File: src/rtl/npc_pipe.sv
// npc_pipe: registered fetch PC with EX-resolved redirects and stall buffering.
// Optional direct-mapped BTB is enabled by defining NPC_BTB_EN.
module npc_pipe #(
    parameter int          ADDR_W    = 32,
    parameter logic [31:0] RESET_PC  = 32'h0000_0000,
    parameter logic [31:0] EXC_VEC   = 32'h0000_0180,
    parameter int          BTB_IDX_W = 4
) (
    input  logic              clk,
    input  logic              rstn,
    input  logic              stall_i,
    input  logic              ex_valid_i,
    input  logic [2:0]        ex_op_i,
    input  logic [ADDR_W-1:0] ex_pc_i,
    input  logic [25:0]       ex_imm_i,
    input  logic [ADDR_W-1:0] ex_rs_i,
    input  logic              ex_pred_i,
    output logic [ADDR_W-1:0] pc_o,
    output logic [ADDR_W-1:0] pcplus4_o,
    output logic              pred_o,
    output logic              redirect_o
);

    localparam logic [2:0] OP_PLUS4  = 3'b000;
    localparam logic [2:0] OP_BRANCH = 3'b001;
    localparam logic [2:0] OP_JUMP   = 3'b010;
    localparam logic [2:0] OP_JR     = 3'b011;
    localparam logic [2:0] OP_EXC    = 3'b100;

    localparam logic [ADDR_W-1:0] RST_PC = RESET_PC[ADDR_W-1:0];
    localparam logic [ADDR_W-1:0] EXC_PC = EXC_VEC[ADDR_W-1:0];

    logic [ADDR_W-1:0] pc_q, pc_d;
    logic              pend_v_q, pend_v_d;
    logic [ADDR_W-1:0] pend_pc_q, pend_pc_d;

    logic [ADDR_W-1:0] p4;
    logic [ADDR_W-1:0] br_tgt;
    logic [31:0]       p4_w;
    logic [31:0]       jmp_w;
    logic [ADDR_W-1:0] jmp_tgt;
    logic [ADDR_W-1:0] jr_tgt;

    logic              pred_eff;
    logic              redir;
    logic              is_exc;
    logic [ADDR_W-1:0] tgt;

    logic              btb_hit;
    logic [ADDR_W-1:0] btb_tgt;
    logic [ADDR_W-1:0] seq_next;

    assign p4      = ex_pc_i + ADDR_W'(4);
    assign br_tgt  = p4 + {{(ADDR_W-18){ex_imm_i[15]}}, ex_imm_i[15:0], 2'b00};
    assign p4_w    = 32'(p4);
    assign jmp_w   = {p4_w[31:28], ex_imm_i, 2'b00};
    assign jmp_tgt = jmp_w[ADDR_W-1:0];
    assign jr_tgt  = {ex_rs_i[ADDR_W-1:2], 2'b00};

`ifdef NPC_BTB_EN
    localparam int NE    = 1 << BTB_IDX_W;
    localparam int TAG_W = ADDR_W - BTB_IDX_W - 2;

    logic [NE-1:0]       val_q;
    logic [TAG_W-1:0]    tag_q [NE];
    logic [ADDR_W-1:0]   bt_q  [NE];
    logic [BTB_IDX_W-1:0] rd_idx;
    logic [BTB_IDX_W-1:0] wr_idx;
    logic                btb_wr;
    logic                btb_clr;

    assign pred_eff = ex_pred_i;
    assign rd_idx   = pc_q[BTB_IDX_W+1:2];
    assign wr_idx   = ex_pc_i[BTB_IDX_W+1:2];
    assign btb_wr   = ex_valid_i &&
                      (ex_op_i == OP_BRANCH || ex_op_i == OP_JUMP);
    assign btb_clr  = ex_valid_i && ex_op_i == OP_PLUS4 && ex_pred_i;
    assign btb_hit  = val_q[rd_idx] &&
                      (tag_q[rd_idx] == pc_q[ADDR_W-1:BTB_IDX_W+2]);
    assign btb_tgt  = bt_q[rd_idx];

    // BTB valid bits: set on taken branch/jump, cleared on mispredict
    always_ff @(posedge clk or negedge rstn) begin
        if (!rstn) begin
            val_q <= '0;
        end else if (btb_wr) begin
            val_q[wr_idx] <= 1'b1;
        end else if (btb_clr) begin
            val_q[wr_idx] <= 1'b0;
        end
    end

    // BTB tag/target payload; only meaningful where valid is set
    always_ff @(posedge clk) begin
        if (btb_wr) begin
            tag_q[wr_idx] <= ex_pc_i[ADDR_W-1:BTB_IDX_W+2];
            bt_q[wr_idx]  <= tgt;
        end
    end
`else
    logic unused_pred;

    assign unused_pred = ex_pred_i;
    assign pred_eff    = 1'b0;
    assign btb_hit     = 1'b0;
    assign btb_tgt     = '0;
`endif

    // Decode EX control-flow op into redirect request and target
    always_comb begin
        redir  = 1'b0;
        is_exc = 1'b0;
        tgt    = p4;
        if (ex_valid_i) begin
            case (ex_op_i)
                OP_BRANCH: begin
                    tgt   = br_tgt;
                    redir = !pred_eff;
                end
                OP_JUMP: begin
                    tgt   = jmp_tgt;
                    redir = !pred_eff;
                end
                OP_JR: begin
                    tgt   = jr_tgt;
                    redir = 1'b1;
                end
                OP_EXC: begin
                    tgt    = EXC_PC;
                    redir  = 1'b1;
                    is_exc = 1'b1;
                end
                default: begin
                    tgt   = p4;
                    redir = pred_eff;
                end
            endcase
        end
    end

    assign seq_next = btb_hit ? btb_tgt : pc_q + ADDR_W'(4);

    // Next fetch PC: exception, redirect/buffer, pending replay, sequential
    always_comb begin
        pc_d      = pc_q;
        pend_v_d  = pend_v_q;
        pend_pc_d = pend_pc_q;
        if (is_exc) begin
            pc_d     = tgt;
            pend_v_d = 1'b0;
        end else if (redir) begin
            if (stall_i) begin
                pend_v_d  = 1'b1;
                pend_pc_d = tgt;
            end else begin
                pc_d     = tgt;
                pend_v_d = 1'b0;
            end
        end else if (!stall_i) begin
            if (pend_v_q) begin
                pc_d     = pend_pc_q;
                pend_v_d = 1'b0;
            end else begin
                pc_d = seq_next;
            end
        end
    end

    // PC and pending-redirect registers
    always_ff @(posedge clk or negedge rstn) begin
        if (!rstn) begin
            pc_q      <= RST_PC;
            pend_v_q  <= 1'b0;
            pend_pc_q <= '0;
        end else begin
            pc_q      <= pc_d;
            pend_v_q  <= pend_v_d;
            pend_pc_q <= pend_pc_d;
        end
    end

    assign pc_o       = pc_q;
    assign pcplus4_o  = pc_q + ADDR_W'(4);
    assign pred_o     = btb_hit;
    assign redirect_o = redir & rstn;

endmodule

File: config.mk
export PLATFORM = sky130hd
export DESIGN_NAME = npc_pipe
export DESIGN_NICKNAME = d
export VERILOG_FILES = /design/src/rtl/npc_pipe.sv
export SDC_FILE = /design/constraint.sdc
export NUM_CORES = 1
export LEC_CHECK = 0
export CAP_MARGIN = 30
export CORE_ASPECT_RATIO = 0.9
export CORE_MARGIN = 2
export CORE_UTILIZATION = 45
export DETAILED_ROUTE_END_ITERATION = 16
export PLACE_DENSITY = 0.75
export SLEW_MARGIN = 10
export SYNTH_ARGS = -nofsm -noshare
export SYNTH_HDL_FRONTEND = slang
export SYNTH_SLANG_ARGS = --single-unit
File: constraint.sdc
create_clock -name clk -period 4.6 [get_ports clk]
set_input_delay 0.46 -clock clk [delete_from_list [all_inputs] [get_ports clk]]
set_output_delay 0.46 -clock clk [all_outputs]
set_load 0.1 [all_outputs]
==> out/metrics.cfg <==
[clock_tree]
post-cts-setup-buffer-count = 0
cts.htree.levels = 3
path_clk_slew_ns = 0.06
tritoncts = yes
clockRootBuffer = clkbuf_16
ctsResizeCount = 0
hold_buffers = 0

[grt]
grt_pass1_wl_um = 29500
antenna_found_initial = 0
grt_start_max_net_pins = 66
grt_usage_pct = 25.0

[final_layout]
nets = 1057

[worst_setup_path]
critPathLaunchType = primary input
worst_r2r_startpoint = pc_o[2]
reg2reg_to = pc_o[28]
max_stage_delay_ns = 0.56
critPathSlowestCell = clkdlybuf4s50_1
end_kind = register
cp_top_family = AND-OR/OR-AND gates
cp_num_buf_inv = 2
reg2reg_setup_slack_ns = 2.00

[sta]
rsz0062_at_grt = false
fin_crit_ns = 4.06
finalCritPeriodShare_pct = 88.3
finalSetupViolations = 0
hold-worst-slack_ns = 0.367
relSlewSlack_pct = 34.6
hold_viol_final = 0
tns_ns = 0

[synth]
ys.flops = 65
ff_type = dfrtp_1
syn_inst = 782
yosys-stat-area_um2 = 6260
synth_cell_types = 63
top_cell_area_share_pct = 26.0
yosysTopAreaCell = dfrtp_1
top_cell = nand2_1

[placed_design]
dp_hpwl_um = 14200
placed_cells = 1078

[power_and_ir_drop]
leakage_uw = 0.00355
ir_drop_uv = 498
swShare_pct = 52.3
combPwrFrac_pct = 58.5
netSwitchingPower_uw = 2020

[die]
pin_count = 164
rows = 40

[routing]
post_drt_wl_per_cell_um = 16.9
postRouteAntennaNets = 0

[outcome]
outcome = complete, no violations

-- power by group through the flow --
stage          sequential, uW  clock (uW)  combinational (uW)
2_1_floorplan            1340           0                1210
3_3_place_gp              856           0                2240
3_5_place_dp              863           0                2250
4_1_cts                   856         750                2260
5_1_grt                   878         773                2370
6_report                  858         745                2260
-- worst reg2reg max path: stages (launching register included) --
cell and delay, ns:
dfrtp_1 0.47, ha_1 0.25, inv_1 0.06, nor2_1 0.39, nand3_1 0.27, nor4_1 0.32
xor2_1 0.16, mux2_2 0.29, o22ai_1 0.16, a21oi_1 0.08
-- how the worst max path moves through the flow --
stage,endpoint,slack (ns),cells past startpoint,startpoint
CTS,pc_o[23],0.59,16,ex_pc_i[8]
floorplan,pc_o[24],0.30,10,pc_o[2]
finish,pend_pc_q[27],0.54,16,ex_pc_i[8]
global placement,pc_o[23],0.30,16,ex_pc_i[8]
detailed placement,pc_o[23],0.24,16,ex_pc_i[8]
global route,pc_o[28],0.21,17,ex_pc_i[8]
-- registers in the layout, indices dropped and copies added, names as in the netlist --
register,count
pend_v_q,1
pend_pc_q,32
pc_o,32
-- area by class of cell --
cell class | instances | area, um^2
timing repair buffer | 172 | 1660
multi-input combinational | 658 | 4400
clock buffer | 11 | 253
sequential | 65 | 1630
fill | 1201 | 5180
clock inverter | 5 | 77.6
inverter | 16 | 60.1
tap | 168 | 210
-- stage by stage --
step | instance area, um^2 | worst slack, ns
2_1_floorplan | 6260 | 0.302
3_3_place_gp | 7940 | 0.304
3_5_place_dp | 7940 | 0.243
4_1_cts | 8270 | 0.587
5_1_grt | 8290 | 0.214
6_report | 8290 | 0.540
-- kinds of logic (layout without fill, tap and decap cells) --
family / Yosys count / after routing / synth area share (%)
compound gates: 223 / 223 / 24.5
xor+xnor: 82 / 82 / 11.5
fa+ha+maj: 37 / 37 / 7.52
buf+inv: 59 / 204 / 3.82
flops: 65 / 65 / 26.0
mux: 33 / 33 / 5.60
other cells: 1 / 1 / 0.0599
simple gates: 282 / 282 / 21.0
-- cell usage in the layout (no fill, tap or decap), drive strengths merged, types with 11 or more instances in the layout --
cell / n
o21ai: 57
mux2: 16
xnor2: 56
nand4: 13
buf: 26
a21o: 28
and3: 18
mux2i: 17
nand3: 38
xor2: 26
a221o: 22
nor2: 57
ha: 36
dfrtp: 65
nand2: 111
a21oi: 49
a211oi: 16
inv: 16
clkdlybuf4s50: 146
clkbuf: 11
nor3: 14
-- layer usage --
layer  share of wire, %  global-route usage, %
met1                 50                   37.0
met2                 44                   38.9
met3                4.9                   2.40
met4                1.7                   6.89
met5                  0                      0
**Clock routing**

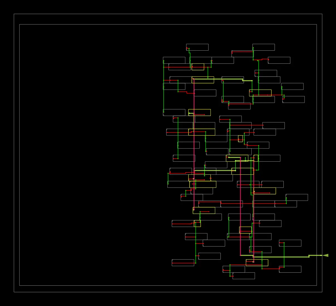
Clk Latency, worst-skew pair: 0.33 ns
Setup Skew: 0.00702 ns
# clk buffers: 11
Clock Power: 745 uW
Seq cells: 65

**Routed clock nets over the placement**

Scale: 4 px per um.
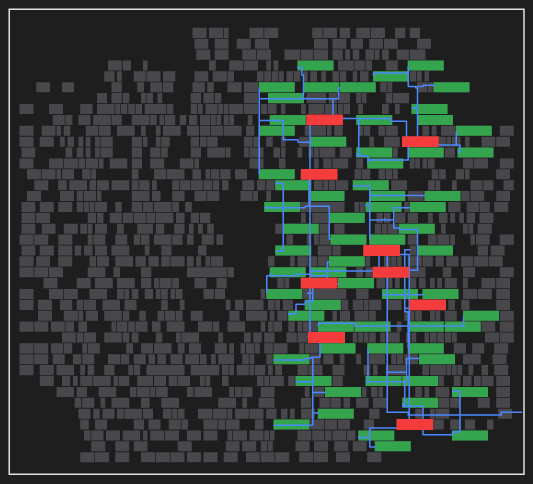
flip-flops -> green  # count 65
clock wires -> blue  # length 818 um
clock drivers -> red  # count 9
routed clock nets = 10
clock share of power: 19.3%

**Cell classes on the final placement**

Scale: 3 px per um. Fill, decap, tap and diode cells in gray.
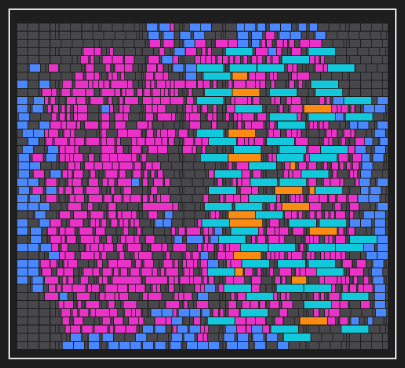
other buffers and delay cells -> blue  # cells 172, share of their area 21%
flops -> cyan  # cells 65, share of their area 20%
clock drivers and dummy loads -> orange  # cells 16, share of their area 4.1%
combinational and other logic -> magenta  # cells 674, share of their area 55%
CORE AREA: 13500 um^2
final core utilization: 61.6%
sequential share of cell area: 19.6%

**Ports around the boundary**

Scale: 2 px per um. Pins as bars across the die edge, other pins in gray.
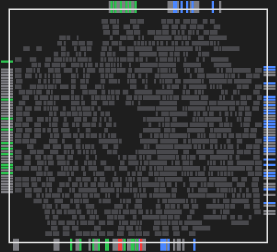
pcplus4_o -> blue  # pins 32, direction output, edge 21 right, 6 top, 5 bottom
redirect_o -> purple  # pins 1, direction output, edge bottom
ex_imm_i -> green  # pins 26, direction input, edge 10 bottom, 10 left, 6 top
ex_op_i -> red  # pins 3, direction input, edge bottom
all pins by edge = 47 left, 44 bottom, 43 right, 30 top
die width: 128 um
number of port buffers: 159
die y size: 116 um

**M2 wires**

Scale: 3 px per um.
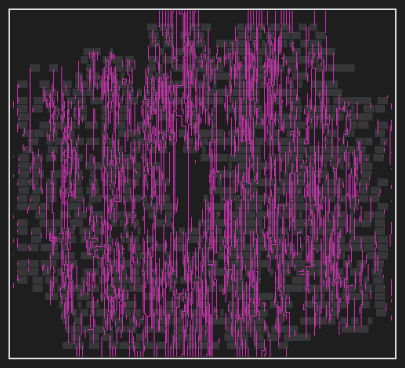
longest straight run = 54.1 um
share of all routed wire = 44%
wire length on this layer = 8060 um
nets with wire on the layer = 865
DR vias: 6254
GRT met2 Usage: 38.9%
DRT Wirelength: 18500 um

Power figures rest on the tool's default switching activity, not on a simulated workload.
